Run 1, register map, names as in the netlist:
(2 px per um)
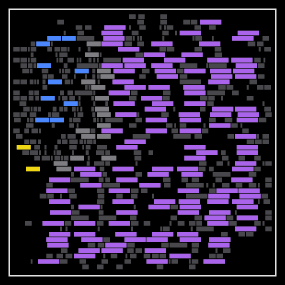
Run 1, logic cells by family:
(3 px per um)
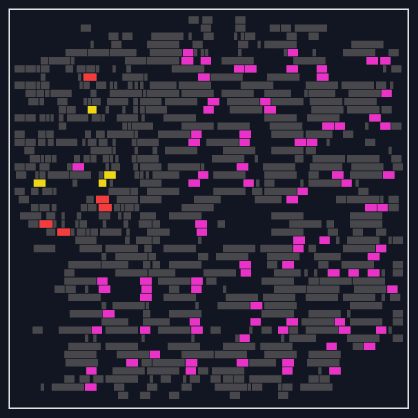
Run 1, clock nets:
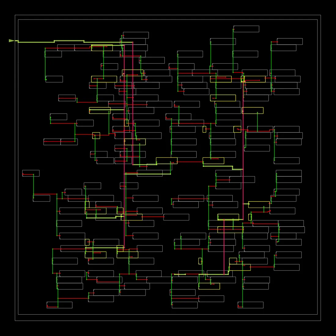
**src/rtl/cpu_pkg.sv**
```systemverilog
// Shared CPU front-end types and constants used by the fetch stage and its consumers.
package cpu_pkg;

  localparam int AW = 10;
  localparam logic [AW-1:0] RESET_PC = '0;
  localparam logic [31:0] NOP = 32'h0;

  typedef struct packed {
    logic [31:0]   inst;
    logic [AW-1:0] pc;
  } fetch_entry_t;

endpackage

```
**src/rtl/fetch_fifo.sv**
```systemverilog
// Fetch buffer: DEPTH-entry FIFO, data visible at head one cycle after push.
// Backpressure: push dropped when full without a pop; clr wins over push/pop.
module fetch_fifo #(
  parameter int DEPTH = 3,
  parameter int W = 42,
  parameter int CW = $clog2(DEPTH + 1)
) (
  input  logic          clk,
  input  logic          rst,
  input  logic          clr,
  input  logic          push,
  input  logic [W-1:0]  push_dat,
  input  logic          pop,
  output logic [W-1:0]  head_dat,
  output logic          empty,
  output logic [CW-1:0] count
);

  localparam int PW = (DEPTH > 1) ? $clog2(DEPTH) : 1;

  logic [W-1:0]  mem [DEPTH];
  logic [PW-1:0] wr_ptr;
  logic [PW-1:0] rd_ptr;
  logic          do_push;
  logic          do_pop;

  // Pointers wrap at DEPTH, which need not be a power of two.
  function automatic logic [PW-1:0] bump(input logic [PW-1:0] p);
    return (p == PW'(DEPTH - 1)) ? '0 : p + PW'(1);
  endfunction

  assign empty    = (count == '0);
  assign do_pop   = pop && !empty;
  assign do_push  = push && ((count != CW'(DEPTH)) || do_pop);
  assign head_dat = mem[rd_ptr];

  always_ff @(posedge clk) begin
    if (rst || clr) begin
      wr_ptr <= '0;
      rd_ptr <= '0;
      count  <= '0;
    end else begin
      if (do_push) wr_ptr <= bump(wr_ptr);
      if (do_pop)  rd_ptr <= bump(rd_ptr);
      count <= count + CW'(do_push) - CW'(do_pop);
    end
  end

  always_ff @(posedge clk) begin
    if (do_push && !rst && !clr) mem[wr_ptr] <= push_dat;
  end

endmodule

```
**src/rtl/fetch_unit.sv**
```systemverilog
// Instruction fetch: drives the IM read port, buffers returns, hands words to decode.
// Latency 2 cycles issue-to-valid; issue stalls while buffered + in-flight words fill the buffer.
module fetch_unit #(
  parameter int AW = cpu_pkg::AW,
  parameter logic [AW-1:0] RESET_PC = AW'(cpu_pkg::RESET_PC),
  parameter int BUF_DEPTH = 3
) (
  input  logic          clk,
  input  logic          rst,
  output logic          IM_enable_fetch,
  output logic          IM_enable_write,
  output logic          IM_enable_mem,
  output logic [AW-1:0] IM_address,
  input  logic [31:0]   instruction,
  input  logic          redirect_valid,
  input  logic [AW-1:0] redirect_pc,
  output logic          inst_valid,
  input  logic          inst_ready,
  output logic [31:0]   inst,
  output logic [AW-1:0] inst_pc,
  output logic [1:0]    buf_count
);
  import cpu_pkg::*;

  localparam int EW = 32 + AW;
  localparam int CW = $clog2(BUF_DEPTH + 1);

  logic [AW-1:0] pc;
  logic [AW-1:0] tag_pc;
  logic          inflight;
  logic          fetch;
  logic          push;
  logic          pop;
  logic          empty;
  logic [CW-1:0] count;
  logic [EW-1:0] head;

  // Reserve a slot for the in-flight return so it can never overflow the buffer.
  assign fetch = !rst && !redirect_valid && ((int'(count) + int'(inflight)) < BUF_DEPTH);

  assign IM_enable_fetch = fetch;
  assign IM_enable_mem   = fetch;
  assign IM_enable_write = 1'b0;
  assign IM_address      = pc;

  always_ff @(posedge clk) begin
    if (rst) begin
      pc       <= RESET_PC;
      tag_pc   <= RESET_PC;
      inflight <= 1'b0;
    end else begin
      inflight <= fetch;
      if (redirect_valid) begin
        pc <= redirect_pc;
      end else if (fetch) begin
        pc     <= pc + AW'(1);
        tag_pc <= pc;
      end
    end
  end

  // A return landing in a redirect cycle is wrong-path and never enters the buffer.
  assign push = inflight && !redirect_valid;
  assign pop  = !empty && inst_ready;

  fetch_fifo #(
    .DEPTH (BUF_DEPTH),
    .W     (EW)
  ) u_fifo (
    .clk      (clk),
    .rst      (rst),
    .clr      (redirect_valid),
    .push     (push),
    .push_dat ({instruction, tag_pc}),
    .pop      (pop),
    .head_dat (head),
    .empty    (empty),
    .count    (count)
  );

  assign inst_valid = !empty;
  assign inst       = empty ? NOP : head[EW-1:AW];
  assign inst_pc    = empty ? '0 : head[AW-1:0];
  assign buf_count  = 2'(count);

endmodule

```
**config.mk**
```make
export PLATFORM = sky130hd
export DESIGN_NAME = fetch_unit
export DESIGN_NICKNAME = d
export VERILOG_FILES = /design/src/rtl/cpu_pkg.sv /design/src/rtl/fetch_fifo.sv /design/src/rtl/fetch_unit.sv
export SDC_FILE = /design/constraint.sdc
export NUM_CORES = 1
export LEC_CHECK = 0
export CORE_UTILIZATION = 37
export CTS_CLUSTER_SIZE = 30
export DETAILED_ROUTE_END_ITERATION = 12
export PLACE_DENSITY_LB_ADDON = 0.12
export SYNTH_ARGS = -nofsm -noshare
export SYNTH_HDL_FRONTEND = slang
export SYNTH_SLANG_ARGS = --single-unit
```
**constraint.sdc**
```tcl
create_clock -name clk -period 7.05 [get_ports clk]
set_clock_uncertainty 0.15 [all_clocks]
set_input_delay 0.705 -clock clk [delete_from_list [all_inputs] [get_ports clk]]
set_output_delay 0.705 -clock clk [all_outputs]
set_load 0.005 [all_outputs]
```
==> results_dict.tcl, run 1 <==
# flow metrics
set metrics [dict create \
    mux_share_pct 14.35 \
    grt_max_degree 43 \
    io_pins 104 \
    drt-total-wl_um 12630 \
    drv_cap 0 \
    p_int_mw 1.614 \
    ys_async_sr_fraction_pct 0 \
    drc 0 \
    r2r_cells 6 \
    max_freq_mhz 267.6 \
    min_period_over_period_pct 53.01 \
    setup_ws_ns 3.313 \
    place_inst 741 \
    worst_pin_slew_ns 0.7316 \
    max_stage_delay_ns 0.60 \
    pre_cts_slack_ns 3.344 \
    use_met1_pct 19.45 \
    antenna_found_initial 0 \
    simple_gate_share_pct 8.138 \
    synth.avg_cell_area_um2 14.49 \
    syn_area_mm2 0.006304 \
    dominant_cells "registers" \
    buf_share_pct 13.34 \
    tns_ns 0 \
    synth_chip_area_mm2 0.006304 \
    pg_clk_mw 0.893 \
    status "finished, final reports clean" \
    critPathLaunch "u_fifo.count[0]" \
    cp_top_family "buffers and inverters" \
    ctsHoldBuffers 0 \
    seqPwrFrac_pct 50.4 \
    clk_pin_slew_ns 0.06 \
    largest_register "u_fifo.mem" \
    power.leakage_nw 2.655 \
    worstHoldPathType "flip-flop to flip-flop" \
    taps 220 \
    cts_inserted_buffers 17 \
    fp_nets 486 \
    synth_top_cell_by_count "edfxtp_1" \
    top_cells_by_count "edfxtp_1 (126), nor2_1 (53), mux2_2 (43)" \
    ys_warn_count 0 \
    rrSetupSlack_ns 4.49 \
    grt_pass1_wl_um 20310 \
    gr-total-overflow 0 \
    drive_gt1_share_pct 16.46 \
    grt_pass1_vias 3924 \
    hold_viol_final 0 \
    place_area_mm2 0.007575 \
    syn_inst 435 \
    ctsResizeCount 0 \
    core.rowCount 47 \
    fill_cells 1468 \
    arrival_ns 2.88 \
    seq_share_pct 53.50 \
    topCellsByArea "edfxtp_1 (60%), dfxtp_1 (9.2%), mux2_2 (7.7%)" \
    m1WireLength_um 5977 \
    postLayoutCellArea_mm2 0.008162 \
    die_w_um 132.5 \
    clockBufferDepth 2 \
    seq-power_mw 1.01 \
    xor_share_pct 0.4168 \
    cp.required_ns 6.19 \
    crit_chain "ha_1 > ha_1 > a2111o_1 > inv_1 > clkdlybuf4s50_1" \
    drt_iter0_drc 137 \
    power.density_mw_per_mm2 245.9 \
    rr_startpoint "u_fifo.count[0]" \
    use_met2_pct 25.03 \
    synth-main-ff-cell "edfxtp_1" \
    synth_cell_types 49 \
    die_area_mm2 0.01756 \
    cts_setup_buffers 0 \
    hold-path-endpoint "u_fifo.mem[0][1]" \
    setup_viol 0 \
    synth_top_cell_by_area "edfxtp_1" \
    routed.top_layer "met4" \
    firstDrtPassIters 4 \
    power_switching_mw 0.3926 \
]
Notes on 'register map, names as in the netlist' above:
colour	netlist name	flops
purple	u_fifo.mem	126
yellow	u_fifo.count	2
blue	IM_address	10
Core Util, Final: 49.22%
Register Area: 0.004367 mm^2

Notes on 'logic cells by family' above:
colour	family	cells
magenta	multiplexers	85
red	adder and majority cells	5
yellow	AND-OR and OR-AND gates	4
Layout Cells excl Fill: 773
Comb area share: 22.09%
Top cell excl fill/tap: edfxtp_1

Notes on 'clock nets' above:
clock buf count: 21
Clock Sinks: 155

Run 1, I/O nets highlighted:
(4 px per um)
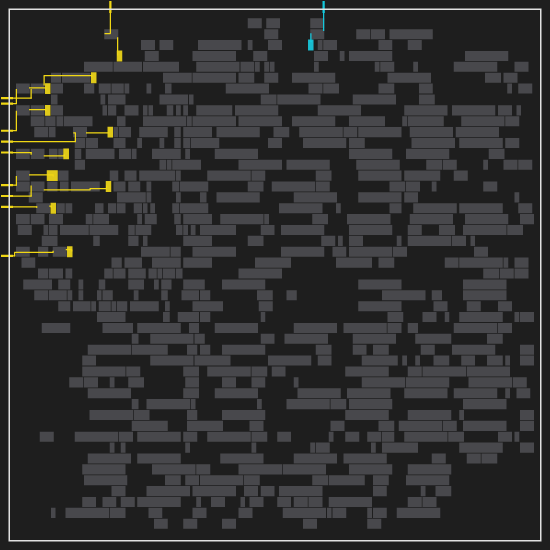

==> run 2, diff against run 1 <==
==> constraint.sdc (replaced) <==
create_clock -name clk -period 3.4 [get_ports clk]
set_clock_uncertainty 0.15 [all_clocks]
set_input_delay 0.34 -clock clk [delete_from_list [all_inputs] [get_ports clk]]
set_output_delay 0.34 -clock clk [all_outputs]
set_load 0.005 [all_outputs]
Run 2, I/O nets highlighted:
(4 px per um)
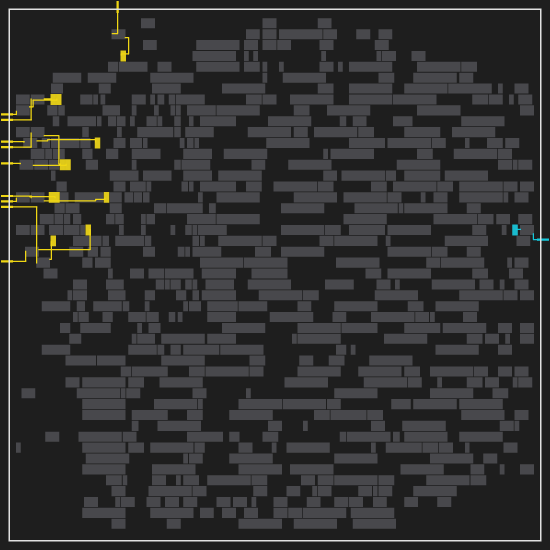
colour	port	direction	edge	end cells	buffers	wire
yellow	redirect_pc	input	9 left, 1 top	10	10	166 um
cyan	inst_valid	output	right	1	1	3.80 um
io pins: 104
# port buffers: 102

Run 2, logic cells by family:
(3 px per um)
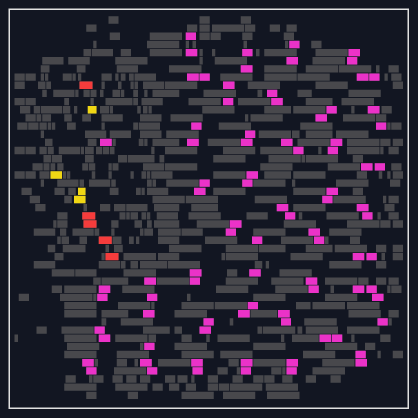
colour	family	cells
magenta	multiplexers	85
red	adder and majority cells	5
yellow	AND-OR and OR-AND gates	4
Comb area share: 22.17%
Layout Cells excl Fill: 774

Run 2, metal layers overlaid:
(3 px per um)
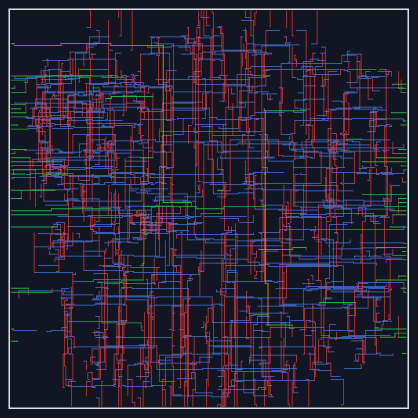
colour	layer	wire length
red	met2	6,250 um
green	met3	607 um
orange	met4	160 um
blue	met1	5,680 um
gr usage total: 15.26%
final WL: 12,700 um
routed len/inst: 16.41 um
Via Count: 3,779

==> run 2 against run 1 <==
Compared with the run above: setup slack worse by 3.1 ns; via count rose by 1.6%; wire length grew 0.55%; first-iteration DRC count is 47% higher; critical path depth is the same; final cell count is 0.13% higher; global-route usage decreased by 0.15 points; largest power group unchanged; highest routed layer unchanged.
==> results_dict.tcl, run 2 <==
# flow metrics
set metrics [dict create \
    status "finished, final reports clean" \
    ctsResizeCount 0 \
    cp.required_ns 2.91 \
    ctsHoldBuffers 0 \
    synth.avg_cell_area_um2 14.49 \
    worst_pin_slew_ns 0.8262 \
    seqPwrFrac_pct 50.7 \
    fill_cells 1474 \
    topCellsByArea "edfxtp_1 (60%), dfxtp_1 (9.2%), mux2_2 (7.7%)" \
    rr_startpoint "u_fifo.count[0]" \
    critPathLaunch "u_fifo.count[0]" \
    setup_ws_ns 0.2189 \
    max_freq_mhz 314.4 \
    worstHoldPathType "flip-flop to flip-flop" \
    crit_chain "ha_1 > ha_1 > a2111o_1 > inv_1 > clkdlybuf4s50_1" \
    synth_chip_area_mm2 0.006304 \
    grt_max_degree 43 \
    grt_pass1_wl_um 20270 \
    ys_async_sr_fraction_pct 0 \
    dominant_cells "registers" \
    mux_share_pct 14.35 \
    place_inst 742 \
    mostFrequentLayoutCell "edfxtp_1" \
    syn_inst 435 \
    use_met1_pct 18.41 \
    pre_cts_slack_ns 0.6252 \
    die_w_um 132.5 \
    xor_share_pct 0.4168 \
    drv_cap 0 \
    largest_register "u_fifo.mem" \
    core.rowCount 47 \
    antenna_found_initial 0 \
    clockBufferDepth 2 \
    power.density_mw_per_mm2 501.5 \
    r2r_cells 7 \
    clockBufferCount 20 \
    m1WireLength_um 5680 \
    die_area_mm2 0.01756 \
    synth_cell_types 49 \
    max_stage_delay_ns 0.59 \
    firstDrtPassIters 4 \
    hold_viol_final 0 \
    arrival_ns 2.69 \
    simple_gate_share_pct 8.138 \
    power_switching_mw 0.8277 \
    taps 220 \
    place_area_mm2 0.007671 \
    syn_area_mm2 0.006304 \
    synth_top_cell_by_count "edfxtp_1" \
    hold-path-endpoint "u_fifo.mem[1][6]" \
    tns_ns 0 \
    gr-total-overflow 0 \
    power.leakage_nw 2.672 \
    rrSetupSlack_ns 0.85 \
    cts_setup_buffers 0 \
    fin_util_pct 49.76 \
    synth-main-ff-cell "edfxtp_1" \
    postLayoutCellArea_mm2 0.008252 \
    setup_viol 0 \
    synth_top_cell_by_area "edfxtp_1" \
    routed.top_layer "met4" \
    cp_top_family "buffers and inverters" \
    fp_nets 486 \
    seq_share_pct 52.92 \
]
Run 2, clock nets:
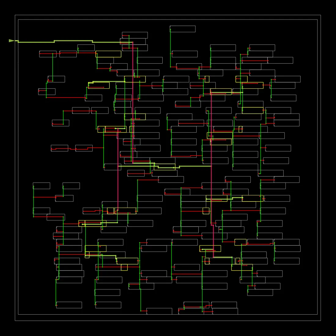

==> run 3, diff against run 2 <==
--- a/config.mk
+++ b/config.mk
@@ -5,7 +5,8 @@
 export SDC_FILE = /design/constraint.sdc
 export NUM_CORES = 1
 export LEC_CHECK = 0
-export CORE_UTILIZATION = 37
+export CAP_MARGIN = 15
+export CORE_UTILIZATION = 48
 export CTS_CLUSTER_SIZE = 30
 export DETAILED_ROUTE_END_ITERATION = 12
 export PLACE_DENSITY_LB_ADDON = 0.12
Run 3, clock nets:
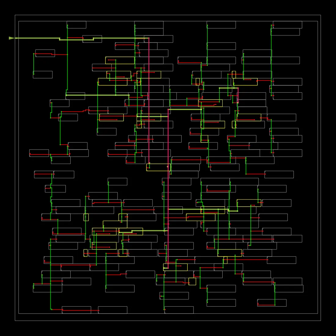
worst skew pair latency: 0.41 ns
clock buf count: 19
Clock net power: 1.84 mW
Flop Count: 155

Run 3, register map, names as in the netlist:
(2 px per um)
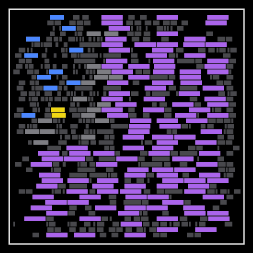
colour	netlist name	flops
yellow	u_fifo.count	2
purple	u_fifo.mem	126
blue	IM_address	10
not coloured	17
sequential share of cell area: 53.49%
Core Util, Final: 64.17%
Seq group: 2.10 mW

==> run 3 against run 2 <==
Compared with the run above: sequential power about the same; synthesized cell count unchanged; final cell count is 5.8% lower; non-clock buffer count up 3; sequential share of layout area is 0.57 points higher; clock power is essentially flat; worst hold slack better by 0.0025 ns; total power is 0.44% higher; combinational power about the same; largest cell class unchanged.
==> results_dict.tcl, run 3 <==
# flow metrics
set metrics [dict create \
    largest_register "u_fifo.mem" \
    seqPwrFrac_pct 50.5 \
    ys_warn_count 0 \
    power_switching_mw 0.8134 \
    finalNonFillerCells 729 \
    dominant_cells "registers" \
    syn_inst 435 \
    min_period_over_period_pct 90.52 \
    drt-total-wl_um 11990 \
    wl_per_cell_um 16.45 \
    routed.top_layer "met4" \
    place_inst 697 \
    cts.sinks 155 \
    die_area_mm2 0.01359 \
    grt_max_degree 43 \
    rrSetupSlack_ns 0.90 \
    worstHoldPathType "flip-flop to flip-flop" \
    synth_top_cell_by_area "edfxtp_1" \
    rr_startpoint "u_fifo.count[0]" \
    cp_top_family "buffers and inverters" \
    setup_viol 0 \
    drive_gt1_share_pct 16.70 \
    fill_cells 989 \
    drt_iter0_drc 185 \
    use_met2_pct 31.83 \
    power.density_mw_per_mm2 509.1 \
    synth_cell_types 49 \
    place_area_mm2 0.007584 \
    worst_pin_slew_ns 0.6259 \
    ctsResizeCount 0 \
    status "finished, final reports clean" \
    grt_pass1_vias 3753 \
    seq_area_mm2 0.004367 \
    gr-total-overflow 0 \
    cts_inserted_buffers 17 \
    cts_setup_buffers 0 \
    critPathLaunch "u_fifo.count[0]" \
    crit_chain "ha_1 > ha_1 > a2111o_1 > inv_1 > clkdlybuf4s50_1" \
    fp_nets 486 \
    vias 3742 \
    syn_area_mm2 0.006304 \
    ys_async_sr_fraction_pct 0 \
    mux_share_pct 14.35 \
    die_w_um 116.6 \
    r2r_cells 7 \
    ctsHoldBuffers 0 \
    grt_pass1_wl_um 18260 \
    top_cells_by_count "edfxtp_1 (126), nor2_1 (53), mux2_2 (43)" \
    cp.required_ns 2.91 \
    drc 0 \
    topCellsByArea "edfxtp_1 (60%), dfxtp_1 (9.2%), mux2_2 (7.7%)" \
    synth-main-ff-cell "edfxtp_1" \
    postLayoutCellArea_mm2 0.008164 \
    drv_cap 0 \
    hold_viol_final 0 \
]
Run 3, I/O nets highlighted:
(4 px per um)
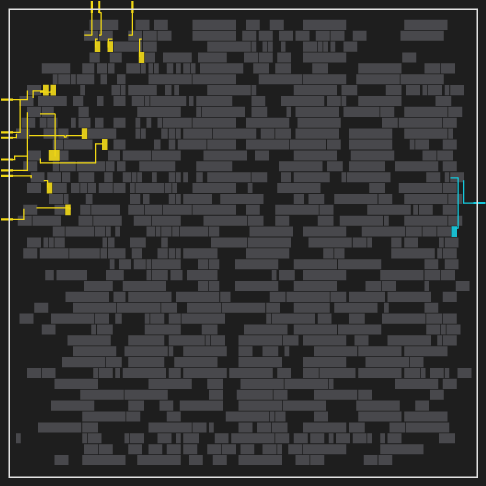
colour	port	direction	edge	end cells	buffers	wire
yellow	redirect_pc	input	7 left, 3 top	10	10	153 um
cyan	inst_valid	output	right	1	1	23.7 um

No activity file was given, so power comes from the tool's default toggle rates.
